Figure 1. Placed standard cells (run 1).
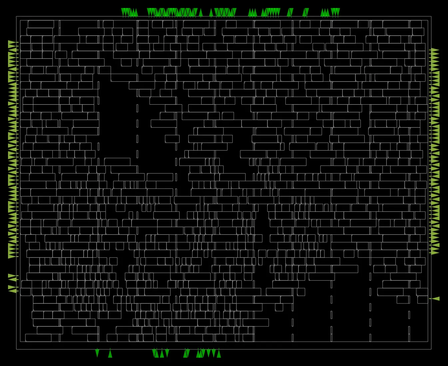
Figure 2. Sequential cells grouped by signal name (run 1).
Drawn at 4 px/um. Other sequential cells in the stronger gray, the rest of the logic in the fainter gray.
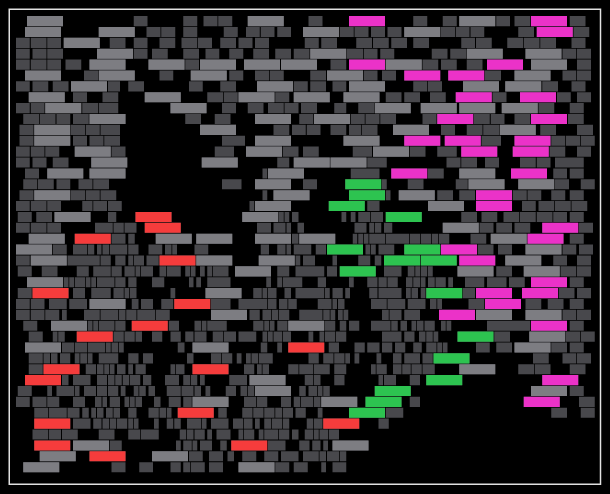
Figure 3. Signal wires by layer (run 1).
Drawn at 2 px/um. Only two layers are drawn.
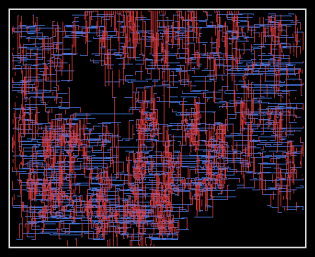
Figure 4. Metal 3 (run 1).
Drawn at 2 px/um.
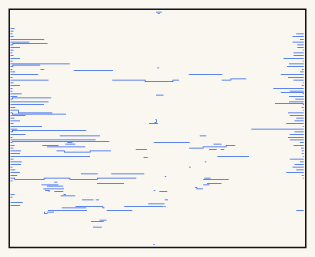
**src/rtl/temp_sample_sequencer.sv**
```systemverilog
`default_nettype none
// ============================================================================
// Module   : temp_sample_sequencer
// Purpose  : Periodic ADC burst sampler. Averages 2^AVG_LOG2 samples per
//            burst and feeds the average plus frozen calibration constants
//            to the combinational temperature calculator, then registers
//            the calculator result with a one-cycle valid pulse.
// Options  : define TEMP_ALARM_EN to add hi/lo threshold alarm outputs.
// Revision : 1.0 - initial release
// ============================================================================
module temp_sample_sequencer #(
    parameter int SAMPLE_PERIOD = 1000,
    parameter int PERIOD_W      = 16,
    parameter int AVG_LOG2      = 2,
    parameter int ACK_TIMEOUT   = 64
) (
    input  logic        clk,
    input  logic        rst_n,
    input  logic        enable,
    input  logic        cfg_we,
    input  logic [31:0] cfg_tc_base,
    input  logic [7:0]  cfg_tc_ref,
`ifdef TEMP_ALARM_EN
    input  logic [31:0] cfg_hi_thr,
    input  logic [31:0] cfg_lo_thr,
    output logic        alarm_hi,
    output logic        alarm_lo,
`endif
    output logic        adc_req,
    input  logic        adc_ack,
    input  logic [15:0] adc_data_in,
    output logic [31:0] calc_tc_base,
    output logic [7:0]  calc_tc_ref,
    output logic [15:0] calc_adc_data,
    input  logic [31:0] calc_tempc,
    output logic [31:0] temp_out,
    output logic        temp_valid,
    output logic        busy,
    output logic        adc_timeout
);

    // Accumulator is wide enough for a full burst of 16-bit samples.
    localparam int c_acc_w  = 16 + AVG_LOG2;
    localparam int c_scnt_w = AVG_LOG2 + 1;
    localparam int c_to_w   = $clog2(ACK_TIMEOUT + 1);

    localparam logic [PERIOD_W-1:0] c_reload    = PERIOD_W'(SAMPLE_PERIOD - 1);
    localparam logic [PERIOD_W-1:0] c_cnt_one   = PERIOD_W'(1);
    localparam logic [c_scnt_w-1:0] c_last_samp = c_scnt_w'((1 << AVG_LOG2) - 1);
    localparam logic [c_scnt_w-1:0] c_scnt_one  = c_scnt_w'(1);
    localparam logic [c_to_w-1:0]   c_to_last   = c_to_w'(ACK_TIMEOUT - 1);
    localparam logic [c_to_w-1:0]   c_to_one    = c_to_w'(1);

    typedef enum logic [2:0] {
        S_IDLE = 3'd0,
        S_WAIT = 3'd1,
        S_REQ  = 3'd2,
        S_GAP  = 3'd3,
        S_CALC = 3'd4
    } state_t;

    state_t              state_q,      state_d;
    logic [PERIOD_W-1:0] cnt_q,        cnt_d;
    logic [c_acc_w-1:0]  acc_q,        acc_d;
    logic [c_scnt_w-1:0] scnt_q,       scnt_d;
    logic [c_to_w-1:0]   to_q,         to_d;
    logic [31:0]         base_sh_q,    base_sh_d;
    logic [7:0]          ref_sh_q,     ref_sh_d;
    logic [31:0]         calc_base_q,  calc_base_d;
    logic [7:0]          calc_ref_q,   calc_ref_d;
    logic [15:0]         calc_adc_q,   calc_adc_d;
    logic [31:0]         temp_out_q,   temp_out_d;
    logic                temp_valid_q, temp_valid_d;
    logic                timeout_q,    timeout_d;
`ifdef TEMP_ALARM_EN
    logic [31:0]         hi_sh_q,      hi_sh_d;
    logic [31:0]         lo_sh_q,      lo_sh_d;
    logic                alarm_hi_q,   alarm_hi_d;
    logic                alarm_lo_q,   alarm_lo_d;
`endif

    logic [c_acc_w-1:0]  w_sum;
    logic [15:0]         w_avg;
    logic [PERIOD_W-1:0] w_cnt_run;

    assign w_sum     = acc_q + c_acc_w'(adc_data_in);
    assign w_avg     = 16'(w_sum >> AVG_LOG2);
    // Outside WAIT the period counter parks at zero so an expired period
    // is remembered as a single pending burst start.
    assign w_cnt_run = (cnt_q == '0) ? '0 : (cnt_q - c_cnt_one);

    // Next-state, datapath and pulse generation for the burst sequencer.
    always_comb begin
        state_d      = state_q;
        cnt_d        = cnt_q;
        acc_d        = acc_q;
        scnt_d       = scnt_q;
        to_d         = '0;
        base_sh_d    = cfg_we ? cfg_tc_base : base_sh_q;
        ref_sh_d     = cfg_we ? cfg_tc_ref  : ref_sh_q;
        calc_base_d  = calc_base_q;
        calc_ref_d   = calc_ref_q;
        calc_adc_d   = calc_adc_q;
        temp_out_d   = temp_out_q;
        temp_valid_d = 1'b0;
        timeout_d    = 1'b0;
`ifdef TEMP_ALARM_EN
        hi_sh_d      = cfg_we ? cfg_hi_thr : hi_sh_q;
        lo_sh_d      = cfg_we ? cfg_lo_thr : lo_sh_q;
        alarm_hi_d   = alarm_hi_q;
        alarm_lo_d   = alarm_lo_q;
`endif
        if (!enable) begin
            // Abort: drop the burst, keep the last published results.
            state_d = S_IDLE;
            cnt_d   = '0;
            acc_d   = '0;
            scnt_d  = '0;
        end else begin
            case (state_q)
                S_IDLE: begin
                    cnt_d   = '0;
                    state_d = S_WAIT;
                end
                S_WAIT: begin
                    if (cnt_q == '0) begin
                        // Burst start: freeze calibration, write-through
                        // of a same-cycle configuration update.
                        state_d     = S_REQ;
                        cnt_d       = c_reload;
                        calc_base_d = base_sh_d;
                        calc_ref_d  = ref_sh_d;
                    end else begin
                        cnt_d = cnt_q - c_cnt_one;
                    end
                end
                S_REQ: begin
                    cnt_d = w_cnt_run;
                    if (adc_ack) begin
                        if (scnt_q == c_last_samp) begin
                            state_d    = S_CALC;
                            calc_adc_d = w_avg;
                            acc_d      = '0;
                            scnt_d     = '0;
                        end else begin
                            state_d = S_GAP;
                            acc_d   = w_sum;
                            scnt_d  = scnt_q + c_scnt_one;
                        end
                    end else if (to_q == c_to_last) begin
                        state_d   = S_WAIT;
                        timeout_d = 1'b1;
                        acc_d     = '0;
                        scnt_d    = '0;
                    end else begin
                        to_d = to_q + c_to_one;
                    end
                end
                S_GAP: begin
                    cnt_d   = w_cnt_run;
                    state_d = S_REQ;
                end
                S_CALC: begin
                    // Calculator inputs have settled for one cycle.
                    cnt_d        = w_cnt_run;
                    temp_out_d   = calc_tempc;
                    temp_valid_d = 1'b1;
`ifdef TEMP_ALARM_EN
                    alarm_hi_d   = (calc_tempc > hi_sh_q);
                    alarm_lo_d   = (calc_tempc < lo_sh_q);
`endif
                    state_d      = S_WAIT;
                end
                default: begin
                    state_d = S_IDLE;
                end
            endcase
        end
    end

    // State and datapath registers with asynchronous reset.
    always_ff @(posedge clk or negedge rst_n) begin
        if (!rst_n) begin
            state_q      <= S_IDLE;
            cnt_q        <= '0;
            acc_q        <= '0;
            scnt_q       <= '0;
            to_q         <= '0;
            base_sh_q    <= '0;
            ref_sh_q     <= '0;
            calc_base_q  <= '0;
            calc_ref_q   <= '0;
            calc_adc_q   <= '0;
            temp_out_q   <= '0;
            temp_valid_q <= 1'b0;
            timeout_q    <= 1'b0;
`ifdef TEMP_ALARM_EN
            hi_sh_q      <= '0;
            lo_sh_q      <= '0;
            alarm_hi_q   <= 1'b0;
            alarm_lo_q   <= 1'b0;
`endif
        end else begin
            state_q      <= state_d;
            cnt_q        <= cnt_d;
            acc_q        <= acc_d;
            scnt_q       <= scnt_d;
            to_q         <= to_d;
            base_sh_q    <= base_sh_d;
            ref_sh_q     <= ref_sh_d;
            calc_base_q  <= calc_base_d;
            calc_ref_q   <= calc_ref_d;
            calc_adc_q   <= calc_adc_d;
            temp_out_q   <= temp_out_d;
            temp_valid_q <= temp_valid_d;
            timeout_q    <= timeout_d;
`ifdef TEMP_ALARM_EN
            hi_sh_q      <= hi_sh_d;
            lo_sh_q      <= lo_sh_d;
            alarm_hi_q   <= alarm_hi_d;
            alarm_lo_q   <= alarm_lo_d;
`endif
        end
    end

    assign adc_req       = (state_q == S_REQ);
    assign busy          = (state_q == S_REQ) || (state_q == S_GAP) || (state_q == S_CALC);
    assign calc_tc_base  = calc_base_q;
    assign calc_tc_ref   = calc_ref_q;
    assign calc_adc_data = calc_adc_q;
    assign temp_out      = temp_out_q;
    assign temp_valid    = temp_valid_q;
    assign adc_timeout   = timeout_q;
`ifdef TEMP_ALARM_EN
    assign alarm_hi      = alarm_hi_q;
    assign alarm_lo      = alarm_lo_q;
`endif

endmodule
`default_nettype wire

```
**config.mk**
```make
export PLATFORM = sky130hd
export DESIGN_NAME = temp_sample_sequencer
export DESIGN_NICKNAME = d
export VERILOG_FILES = /design/src/rtl/temp_sample_sequencer.sv
export SDC_FILE = /design/constraint.sdc
export NUM_CORES = 1
export LEC_CHECK = 0
export CORE_ASPECT_RATIO = 0.8
export CORE_UTILIZATION = 47
export CTS_BUF_LIST = sky130_fd_sc_hd__clkbuf_8
export CTS_CLUSTER_DIAMETER = 150
export DETAILED_ROUTE_END_ITERATION = 8
export GPL_TIMING_DRIVEN = 1
export PLACE_DENSITY = 0.77
export SLEW_MARGIN = 0
export SYNTH_ARGS = -nofsm -noshare
export SYNTH_HDL_FRONTEND = slang
export SYNTH_SLANG_ARGS = --single-unit
```
**constraint.sdc**
```tcl
create_clock -name clk -period 2.46 [get_ports clk]
set_input_delay 0.369 -clock clk [delete_from_list [all_inputs] [get_ports clk]]
set_output_delay 0.369 -clock clk [all_outputs]
set_load 0.01 [all_outputs]
```
==> flow_summary.json, run 1 <==
{
  "status": "finished, violations left",
  "violations": "setup timing",
  "yosys_warnings": 0,
  "rsz0062_at_grt": "yes",
  "path_depth": 6,
  "fillers": 1252,
  "pre_cts_ws_ns": -0.3975,
  "dr.pass1.iters": 4,
  "maxPowerGroup": "sequential cells",
  "hp-class": "input port to asynchronous set/reset pin",
  "ys_top_logic_family": "multiplexers",
  "wl_met2_um": 9091,
  "cap_violations": 0,
  "crit_top_cell": "or4_4",
  "fmax_ghz": 0.3992,
  "yosys.area.top_type_share_pct": 55.67,
  "inv_count": 12,
  "fp.dieW_um": 147.5,
  "min_period_over_period_pct": 101.8,
  "final_util_pct": 65.97,
  "r2r-end": "cnt_q[13]",
  "highest_layer": "met4",
  "warnings": 30,
  "startpoint": "cnt_q[5]",
  "fin_area_sq_um": 10920,
  "cts_resized": 1,
  "max_slew.worst_pin.slew_ns": 0.4534,
  "grt-busiest-layer": "met2",
  "gp_congestion": 0.9121,
  "wl_met1_um": 8227,
  "layout_setup_ws_ns": -0.04528,
  "powerDensity_nw_per_um2": 811.1,
  "p_leak_nw": 4.895,
  "setup-tns-final_ns": -0.04528,
  "drcViolationCount": 0,
  "top_cells_by_count": "dfrtp_1, mux2_2, nor2_1, nand2_1, o21ai_0",
  "hold_slack_ns": 0.4091,
  "top_cell": "dfrtp_1",
  "skew_ns": 0.01587,
  "p_switching_mw": 2.863,
  "lay_top_cells": "clkdlybuf4s50_1, dfrtp_1, mux2_2",
  "crit_chain": "or4_4 -> or4_4 -> or3b_4 -> or4_4 -> xor2_2 -> nor2_2",
  "pwr-share-clk_pct": 23.5,
  "seq-cell-share_pct": 40.56,
  "antenna_left": 0,
  "ys.flops": 177,
  "synthArstFlopShare_pct": 100.0,
  "combinationalPowerShare_pct": 34.5,
  "clk_share_pct": 3.884,
  "ir_drop_mv": 0.4954,
  "dieArea_sq_um": 17460,
  "ys_chip_area_sq_um": 7956,
  "power.share.switching_pct": 32.32,
  "n_all_buffers": 240,
  "grt_max_degree": 74,
  "seq_power_share_pct": 42.0,
  "cts_buffers": 17,
  "synth-main-ff-cell": "dfrtp_1",
  "cp.arrival_ns": 2.90,
  "cts.sinks": 177,
  "reg2reg_slack_ns": -0.05,
  "cts_tree": "yes",
  "p_total_mw": 8.857,
  "worstSetupStartpointType": "flop",
  "grt_use_met2_pct": 35.85,
  "p_seq_mw": 3.72,
  "cts_setup_buffers": 1,
  "synth.area.top_cells": "dfrtp_1, mux2_2, ha_1, nor2_1, nand2_1",
  "comb_area_share_pct": 31.30,
  "max_stage_delay_ns": 0.52,
  "diodes": 0,
  "crit_family": "simple AND/OR/NAND/NOR gates",
  "largestClassByArea": "sequential cells",
  "edf_count": 0,
  "viasPerCell": 5.386,
  "synth_cell_types": 49,
  "fp_nets": 783,
  "ys_sh_adder_pct": 3.397,
  "antenna_found_initial": 0,
  "cp-end-kind": "flop",
  "dp.cells": 1097,
  "yosysTopAreaCell": "dfrtp_1",
  "post_drt_wl_per_cell_um": 16.68,
  "place_area_sq_um": 10450,
  "internal_power_mw": 5.994,
  "grt_pass1_vias": 6291,
  "buf_share_pct": 21.32,
  "clock.latency.late_pin_ns": 0.46,
  "syn-cell-area_sq_um": 7956,
  "crit_buf_inv": 0,
  "final-hold-violation-count": 0,
  "seq_cells": 177,
  "clockRootBuffer": "clkbuf_8",
  "slew_viol_final": 0,
  "finalSetupViolCount": 1,
  "clkTransAtPathRegs_ns": 0.11,
  "drt_wl_total_um": 18870,
  "top_level_ports": 185,
  "syn_inst": 669,
  "ys_seq_share_pct": 55.67,
  "ys_sh_simple_pct": 10.61,
  "comb_area_sq_um": 3418,
  "lay_top_count": "clkdlybuf4s50_1",
  "dieHeight_um": 118.4,
  "avgSynthCellArea_sq_um": 11.89,
  "grt_pass1_wl_um": 30330,
  "r2r_cells": 6,
  "met3_usage_pct": 6.602,
  "relSlewSlack_pct": 69.77,
  "met1_usage_pct": 28.10,
  "syn_to_final_growth_pct": 37.25,
  "crit_path_end": "cnt_q[13]",
  "ys_sh_xor_pct": 2.532,
  "pg_comb_mw": 3.06,
  "globalRouteOverflowTotal": 0,
  "r2r_start": "cnt_q[5]",
  "numPortBuffers": 184,
  "drt_iter0_markers": 275,
  "seq_area_sq_um": 4429,
  "cpMaxStageDelayCell": "or4_4",
  "cts_max_level": 4,
  "clock_path_buffers": 2,
  "crit_path_max_fanout": 4,
  "fp_util_pct": 48.07,
  "mux_share_pct": 16.40,
  "worst-setup-path-type": "flop to flop",
  "crit_required_ns": 2.85,
  "ys_cells": 669,
  "dr_wl_met3_um": 1343,
  "layout-drive-gt1-share_pct": 24.26,
  "clock_power_mw": 2.08,
  "synthAoiAreaFrac_pct": 9.404,
  "period_minus_slack_ns": 2.505,
  "finalNetCount": 1012,
  "dpl.hpwl_um": 13840,
  "comb_cells": 450
}
Back to the opening pictures, Figure 1:
core area: 16550 sq um
Std-Cell Rows: 42
TAP cells: 220
Post-Layout Cell Count: 1131

Back to the opening pictures, Figure 2:
green -> `cnt_q`  # sequential cells 16
magenta -> `base_sh_q`  # sequential cells 32
red -> `acc_q`  # sequential cells 18

Back to the opening pictures, Figure 3:
blue -> M1  # wire length 8230 um
red -> M2  # wire length 9090 um

Back to the opening pictures, Figure 4:
nets with wire on the layer = 159
wire length on this layer = 1340 um
main direction = horizontal

Figure 5. Cells colored by class (run 1).
Drawn at 2 px/um.
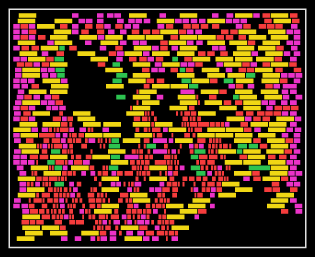

==> run 1 -> run 2 <==
TNS_END_PERCENT = 1   (was default)
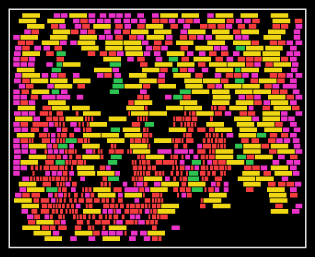
Figure 6: run 2, cells colored by class.
Drawn at 2 px/um.
magenta -> remaining buffers and delay cells  # cells 243, share of their area 22%
green -> clock drivers and dummy loads  # cells 32, share of their area 4.1%
yellow -> registers  # cells 177, share of their area 42%
red -> remaining logic cells  # cells 462, share of their area 32%

==> flow_summary.json, run 2 <==
{
  "status": "finished, violations left",
  "violations": "setup timing",
  "cts_max_level": 4,
  "synth_cell_types": 49,
  "tap_cells": 220,
  "cp.arrival_ns": 2.89,
  "p_seq_mw": 3.71,
  "internal_power_mw": 5.950,
  "dp.cells": 1101,
  "ys_sh_xor_pct": 2.532,
  "top_cell": "dfrtp_1",
  "crit_buf_inv": 0,
  "syn-cell-area_sq_um": 7956,
  "seq_area_sq_um": 4432,
  "final_util_pct": 66.15,
  "highest_layer": "met4",
  "setup-tns-final_ns": -0.07433,
  "layout_setup_ws_ns": -0.07433,
  "path_depth": 6,
  "top_level_ports": 185,
  "crit_path_max_fanout": 4,
  "dieHeight_um": 118.4,
  "grt_pass1_wl_um": 29990,
  "layout-drive-gt1-share_pct": 24.07,
  "fp_util_pct": 48.07,
  "finalNetCount": 1015,
  "clock_power_mw": 2.07,
  "combinationalPowerShare_pct": 34.7,
  "grt_use_met2_pct": 35.38,
  "yosys_warnings": 0,
  "cts.sinks": 177,
  "met1_usage_pct": 28.36,
  "fp_nets": 783,
  "fp.dieW_um": 147.5,
  "p_switching_mw": 2.901,
  "yosysTopAreaCell": "dfrtp_1",
  "comb_area_sq_um": 3392,
  "p_total_mw": 8.851,
  "clockRootBuffer": "clkbuf_8",
  "drcViolationCount": 0,
  "largestClassByArea": "sequential cells",
  "comb_area_share_pct": 30.98,
  "ys_top_logic_family": "multiplexers",
  "r2r_cells": 6,
  "warnings": 30,
  "ys_seq_share_pct": 55.67,
  "pwr-share-clk_pct": 23.4,
  "ys_chip_area_sq_um": 7956,
  "n_all_buffers": 243,
  "met3_usage_pct": 5.212,
  "buf_share_pct": 21.61,
  "mux_share_pct": 16.40,
  "clkTransAtPathRegs_ns": 0.10,
  "max_slew.worst_pin.slew_ns": 0.6030,
  "wl_met2_um": 8746,
  "cp-end-kind": "flop",
  "avgSynthCellArea_sq_um": 11.89,
  "gp_congestion": 0.8708,
  "globalRouteOverflowTotal": 0,
  "antenna_found_initial": 0,
  "crit_chain": "or4_4 -> or4_4 -> or3b_4 -> or4_4 -> xor2_1 -> nor2_2",
  "clock.latency.late_pin_ns": 0.47,
  "final-hold-violation-count": 0,
  "seq-cell-share_pct": 40.47,
  "drt_iter0_markers": 322,
  "cpMaxStageDelayCell": "or4_4",
  "min_period_over_period_pct": 103.0,
  "slew_viol_final": 0,
  "comb_cells": 450,
  "p_leak_nw": 4.932,
  "dpl.hpwl_um": 13270,
  "seq_cells": 177,
  "fillers": 1234,
  "pre_cts_ws_ns": -0.4863,
  "cts_buffers": 17,
  "reg2reg_slack_ns": -0.07,
  "clk_share_pct": 4.022,
  "fmax_ghz": 0.3946,
  "seq_power_share_pct": 42.0,
  "crit_family": "simple AND/OR/NAND/NOR gates",
  "crit_path_end": "cnt_q[13]",
  "relSlewSlack_pct": 59.80,
  "synth-main-ff-cell": "dfrtp_1",
  "finalSetupViolCount": 1,
  "stdcell_count": 1134,
  "crit_required_ns": 2.82,
  "inv_count": 12,
  "antenna_left": 0,
  "syn_inst": 669,
  "edf_count": 0,
  "grt-busiest-layer": "met2",
  "synthAoiAreaFrac_pct": 9.404,
  "worst-setup-path-type": "flop to flop",
  "power.share.switching_pct": 32.77,
  "skew_ns": 0.01480,
  "r2r_start": "cnt_q[4]",
  "r2r-end": "cnt_q[13]",
  "cts_tree": "yes",
  "synthArstFlopShare_pct": 100.0,
  "dr.pass1.iters": 5,
  "num_rows": 42,
  "clock_path_buffers": 2,
  "pg_comb_mw": 3.07,
  "maxPowerGroup": "sequential cells",
  "worstSetupStartpointType": "flop",
  "rsz0062_at_grt": "yes",
  "core_sq_um": 16550
}
Power is estimated from default activity; no workload was simulated.
